[src/rtl/peripheral_wb_arbiter.sv]
// Round-robin Wishbone arbiter: NUM_MASTERS masters share one slave.
// A one-hot grant register selects the owner, and the owner keeps the bus until it drops cyc.
module peripheral_wb_arbiter #(
    parameter int DW          = 32,
    parameter int AW          = 32,
    parameter int NUM_MASTERS = 2
) (
    input  logic                        wb_clk_i,
    input  logic                        wb_rst_ni,
    input  logic [NUM_MASTERS*AW-1:0]   wbm_adr_i,
    input  logic [NUM_MASTERS*DW-1:0]   wbm_dat_i,
    input  logic [NUM_MASTERS*DW/8-1:0] wbm_sel_i,
    input  logic [NUM_MASTERS-1:0]      wbm_we_i,
    input  logic [NUM_MASTERS-1:0]      wbm_cyc_i,
    input  logic [NUM_MASTERS-1:0]      wbm_stb_i,
    input  logic [NUM_MASTERS*3-1:0]    wbm_cti_i,
    input  logic [NUM_MASTERS*2-1:0]    wbm_bte_i,
    output logic [DW-1:0]               wbm_dat_o,
    output logic [NUM_MASTERS-1:0]      wbm_ack_o,
    output logic [NUM_MASTERS-1:0]      wbm_err_o,
    output logic [NUM_MASTERS-1:0]      wbm_rty_o,
    output logic [AW-1:0]               wbs_adr_o,
    output logic [DW-1:0]               wbs_dat_o,
    output logic [DW/8-1:0]             wbs_sel_o,
    output logic                        wbs_we_o,
    output logic                        wbs_cyc_o,
    output logic                        wbs_stb_o,
    output logic [2:0]                  wbs_cti_o,
    output logic [1:0]                  wbs_bte_o,
    input  logic [DW-1:0]               wbs_dat_i,
    input  logic                        wbs_ack_i,
    input  logic                        wbs_err_i,
    input  logic                        wbs_rty_i
);

    localparam int IW = (NUM_MASTERS > 1) ? $clog2(NUM_MASTERS) : 1;
    localparam int SW = DW / 8;

    logic [NUM_MASTERS-1:0] grant;
    logic [NUM_MASTERS-1:0] rr_grant;
    logic [IW-1:0]          master_sel;
    logic [IW-1:0]          rr_start;
    logic [IW-1:0]          rr_winner;
    logic [IW:0]            rr_idx;
    logic                   rr_found;
    logic                   grant_valid;
    logic                   owner_cyc;
    int                     sel_i;

    // NOTE: every always_comb output gets a default first so no path infers a latch.
    always_comb begin
        master_sel = '0;
        for (int i = 0; i < NUM_MASTERS; i++) begin
            if (grant[i]) master_sel = IW'(i);
        end
    end

    assign grant_valid = |grant;
    assign owner_cyc   = grant_valid & wbm_cyc_i[master_sel];
    assign sel_i       = int'(master_sel);

    // Scan requests starting at rr_start, wrapping at NUM_MASTERS; first requester wins.
    always_comb begin
        rr_grant  = '0;
        rr_winner = '0;
        rr_found  = 1'b0;
        rr_idx    = '0;
        for (int k = 0; k < NUM_MASTERS; k++) begin
            rr_idx = {1'b0, rr_start} + (IW+1)'(k);
            if (rr_idx >= (IW+1)'(NUM_MASTERS)) rr_idx = rr_idx - (IW+1)'(NUM_MASTERS);
            if (!rr_found && wbm_cyc_i[rr_idx[IW-1:0]]) begin
                rr_found  = 1'b1;
                rr_winner = rr_idx[IW-1:0];
            end
        end
        if (rr_found) rr_grant[rr_winner] = 1'b1;
    end

    // NOTE: sequential state uses non-blocking assignments; reset is sampled on the clock edge.
    always_ff @(posedge wb_clk_i) begin
        if (!wb_rst_ni) begin
            grant    <= '0;
            rr_start <= '0;
        end else if (!owner_cyc) begin
            grant <= rr_grant;
            if (rr_found) begin
                rr_start <= (rr_winner == IW'(NUM_MASTERS - 1)) ? '0 : rr_winner + 1'b1;
            end
        end
    end

    assign wbs_adr_o = wbm_adr_i[sel_i*AW +: AW];
    assign wbs_dat_o = wbm_dat_i[sel_i*DW +: DW];
    assign wbs_sel_o = wbm_sel_i[sel_i*SW +: SW];
    assign wbs_we_o  = wbm_we_i[master_sel];
    assign wbs_cti_o = wbm_cti_i[sel_i*3 +: 3];
    assign wbs_bte_o = wbm_bte_i[sel_i*2 +: 2];
    assign wbs_cyc_o = grant_valid & wbm_cyc_i[master_sel];
    assign wbs_stb_o = grant_valid & wbm_stb_i[master_sel];

    // Terminations go only to the owner; an all-zero grant silences them all.
    assign wbm_ack_o = grant & {NUM_MASTERS{wbs_ack_i}};
    assign wbm_err_o = grant & {NUM_MASTERS{wbs_err_i}};
    assign wbm_rty_o = grant & {NUM_MASTERS{wbs_rty_i}};
    assign wbm_dat_o = wbs_dat_i;

endmodule

[config.mk]
export PLATFORM = sky130hd
export DESIGN_NAME = peripheral_wb_arbiter
export DESIGN_NICKNAME = d
export VERILOG_FILES = /design/src/rtl/peripheral_wb_arbiter.sv
export SDC_FILE = /design/constraint.sdc
export NUM_CORES = 1
export LEC_CHECK = 0
export ABC_AREA = 1
export CAP_MARGIN = 10
export CORE_AREA = 2 2 119 121
export DETAILED_ROUTE_END_ITERATION = 16
export DIE_AREA = 0 0 121 123
export RECOVER_POWER = 100
export SYNTH_ARGS = -nofsm -noshare
export SYNTH_HDL_FRONTEND = slang
export SYNTH_SLANG_ARGS = --single-unit
[constraint.sdc]
create_clock -name wb_clk_i -period 1.1 [get_ports wb_clk_i]
set_input_delay 0.275 -clock wb_clk_i [delete_from_list [all_inputs] [get_ports wb_clk_i]]
set_output_delay 0.275 -clock wb_clk_i [all_outputs]
set_load 0.05 [all_outputs]
**PDN straps and rails**

Pins as bars on the die edge. Tap cells in grey.
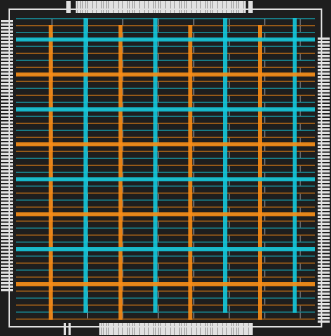
| net | colour |
|---|---|
| VDD | cyan |
| VSS | orange |
signal pins: 303
met5 straps: 8
worst vdd ir: 0.0004736 V
horizontal die size: 121 um
core area: 13,610 um2
floorplan die height: 123 um

==> run notes <==
Update from the flow run.

The fraction of area in multi-input gates is between 30% and 40%. The via density per instance is approximately 3.8. The number of different library cells used by synthesis comes to 13. The number of antenna violations at the first check in global routing is 0.

The total of plain and repair buffers excluding clock buffers is 252. The yosys synthesis warning count is 0. The max capacitance violation total is 0.

At the later pin of the worst-skew pair, clock insertion delay measures roughly 0.22 ns. The maximum number of pins on one net before global-route repair is 37. The post-synthesis net count is a little under 500.

The share of post-route cells with drive strength above 1 is a little under half. For the pin with the worst max-slew slack, the measured transition is 0.1733 ns. In this run the layout overhead on the synthesized area is reported as 299.5%. The number of buffers between clock root and the deepest sink is 2. The master cell of the clock root buffer is clkbuf_16. For this block, the routed nets add up to about 9400 um of wire. Grouping stages by cell kind, the critical path spends the most delay in buffers and inverters. The sort of element at the end of the critical path is a primary output. The antenna diode instance count is 0. The worst path buffer plus inverter count is 3. The maximum achievable frequency is 657.6 MHz. Data on the critical path is required at its endpoint by 0.82 ns. Routing resource usage on met3 recorded by global route was 4.059%. The final reports fail on negative setup slack. The final design was reported to hold multi-input combinational gates totalling approximately 250. Buffers inserted to repair hold after CTS numbered 0. For the worst reg-to-reg path, the endpoint reported by OpenROAD is rr_start. According to the tapcell log, the count of inserted taps is approximately 180. The routed wire length on met3 is 1084 um. Detailed routing placed a total of around 5000 um of wire on met2. The global-route track usage on met2 is between 20 and 25%. The critical path endpoint is wbs_adr_o[3]. The portion of the post-synthesis area used by sequential elements is under 10%. The area of the die is roughly 15,000 um2. The cell depth of the worst min-delay path is 2. On the final layout, the worst clock skew is about 0.00047 ns. The post-synthesis cell count from yosys is ~310. The post-route report lists met1 wire length as around 3200 um.

The flow ran to the end, but the final reports show violations. The finished design was reported to have a net count of 704. Of the total power, registers draw under 10%. Setup repair after global routing could not meet its margin everywhere. The worst hold path begins at rr_start.

The number of global-route vias before repair is 2,629. The beginning of the critical path is grant[1]. The total cell area reported by yosys after synthesis is roughly 1400 um2. The final setup slack of the worst path is -0.4206 ns. In the final layout, the fill cell count is approximately 1,300. The number of sequential cells reported for the layout is 3. The cell sequence reported for the critical path is buf_12, clkbuf_16, nand2_1, nand2_4, buf_12. A synthesized cell averages 4.593 um2.

The register area is slightly below 70 um2. The number of buffers created by CTS is 3. The detailed-routing iteration count for the pre-antenna-repair pass is 2. The count of clock-net buffers in the final layout is 4.

The longest incremental delay of any stage on the critical path is reported as 0.42 ns. In the finished design, the share of the clock period the worst path needs comes to 138.2%. The setup slack of the most critical reg-to-reg path is -0.10 ns. The starting utilization of the core area is between 10% and 20%. The last timing report of the flow puts the setup violation total at 85.

The layer flagged by global routing as most heavily used is met2. After synthesis the netlist holds a flip-flop and latch count of 3. The final RePlAce weighted congestion is between 0.7 and 0.8. The DRC violation count after routing is 0. Per the CTS log, the maximum H-tree level is 1. The first-pass GRT wire length is 13,520 um. STA classifies the critical path startpoint as a flip-flop. In the final layout, excluding clock inverters the inverter count is 10. Signal nets in the final route climb as high as met4.

In this run the cell area of the synthesized design comes to around 1400 um2. Setup total negative slack on the finished layout was measured at -30.19 ns. Per report_power, the clock group accounts for between 10% and 20% of the total. The combinational cell fraction of total power is a little over four fifths. Non-clock buffers make up around three fifths of the layout cell area. The met1 track demand over resource is between 10% and 20%. The switching portion of total power comes to between 40% and 50%.

The library cells used most frequently in the layout, excluding fill and tap cells, are clkdlybuf4s50_1 (153), nand2_1 (105), buf_12 (87), nand2_4 (83), nand2_2 (45). For this design the static power due to leakage is ~2.5 nW. By area, the class that comes first in the final layout consists of non-clock buffers. The arrival time at the worst endpoint is about 1.3 ns. Detailed placement reports a standard cell area of between 5000 and 6000 um2. Per the log, the first TritonRoute iteration ended with a DRC count of 39.

The area of the multi-input gates is approximately 1700 um2. The most common cell after layout, fill and taps aside is clkdlybuf4s50_1. The script logs the mean routed wire length per placed instance as 13.52 um.

The critical path crosses 5 cells after its start point. In this run the count of I/O pins placed on the die edge is between 300 and 400. The worst-path maximum fanout is 5. The CTS tree is built. The power density of the placed cells is slightly above 800 nW/um2. The detail route stage leaves a number of antenna-violating nets equal to 0.

The synthesized instance count is ~310. Global routing finished with a remaining overflow of 0. The depth of the worst register-to-register path is 7. The time the final worst path needs with I/O delays and setup is approximately 1.5 ns. The headroom to the max-slew limit is between 80% and 90%. The number of hold violations in the final report is 0.

The category of the most critical setup path is flip-flop to primary output. Per the placement log, port buffering inserted approximately 240 buffers. Summed over all nets, the switching power comes to 0.002069 W. The number of pins with negative max-slew slack in the final report is 0. The internal power of the cells is around 0.0025 W. Clock cells make up under 10% of the layout cell area. The worst reg2reg path startpoint is grant[1]. The global routing usage summed across all routing layers is ~11%.

The number of warnings reported in the stage logs is 29. Looking at the critical path, the single cell with the biggest stage delay is dfxtp_4. The TritonCTS sink count is 3. Looking at the worst setup and hold paths, the clock pins of their registers show a slew of 0.03 ns. STA reports the tightest min-delay check as being of type flip-flop to flip-flop. The detailed-route via count is roughly 2,600. Detailed placement ended at an HPWL of about 7300 um. The cell with the most instances on the worst path is buf_12. The sink of the worst hold path is rr_start.
**Cells coloured by class**

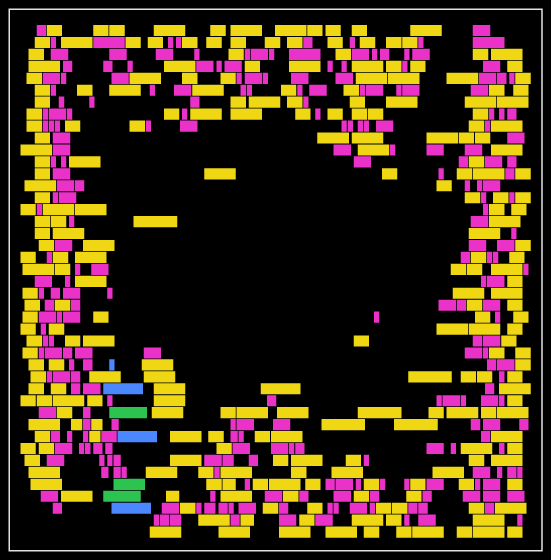
| class | colour | cells | share of their area |
|---|---|---|---|
| sequential cells | green | 3 | 1.2% |
| clock drivers and dummy loads | blue | 4 | 1.5% |
| combinational and other logic | magenta | 255 | 33% |
| remaining buffers and delay cells | yellow | 252 | 64% |
sequential share of cell area: 1.199%
post-route core utilization: 41.38%
Final Cell Area: 5633 um2
number of rows in the core area: 43

-- power groups by stage --
stage          logic, W  clock network (W)  registers (W)
6_report        0.00390           0.000575       0.000138
2_1_floorplan   0.00209                  0       0.000126
4_1_cts         0.00391           0.000584       0.000138
3_3_place_gp    0.00370                  0       0.000135
3_5_place_dp    0.00373                  0       0.000136
5_1_grt         0.00407           0.000595       0.000139
-- stage by stage --
step | total power (W) | utilization (%) | hold slack, ns | cells | worst slack [ns]
final | 0.004615 | 41.38 | 0.4889 | 694 | -0.4206
after global routing | 0.004801 | 41.38 | 0.5121 | 694 | -0.4597
after CTS | 0.004634 | 40.87 | 0.4896 | 693 | -0.4354
after detailed placement | 0.003870 | 38.38 | 0.4846 | 683 | -0.3119
after global placement | 0.003833 | 38.38 | 0.4589 | 683 | -0.2992
after floorplan | 0.002215 | - | 0.4001 | 307 | -0.1283
-- state kept, by name, summed over array words and instances, names as in the netlist --
signal	count
rr_start	1
grant	2
-- cell families (layout without fill, tap and decap cells) --
family	Yosys count	count (layout)	synth area share, %
flip-flops	3	3	4.259
buffers and inverters	59	266	29.19
AND/OR/NAND/NOR	240	240	64.77
AND-OR/OR-AND	5	5	1.774
-- synthesized netlist by cell type --
cell	count	area [um2]
nand2_2	1	6.260
inv_4	1	6.260
nand3_2	1	10.01
buf_2	6	30.03
buf_4	36	270.3
dfxtp_1	3	60.06
buf_6	6	67.56
a21oi_1	4	20.02
clkbuf_1	1	3.750
nand2_1	235	882.1
o21ai_0	1	5.000
nand3_1	3	15.01
inv_1	9	33.78
-- repair_timing --
item,in CTS,in global routing
hold endpoints to repair,0,0
gates resized,53,15
endpoints found under the setup margin,85,85
gates cloned,5,1
setup buffers,1,0
Power is estimated from default activity; no workload was simulated.
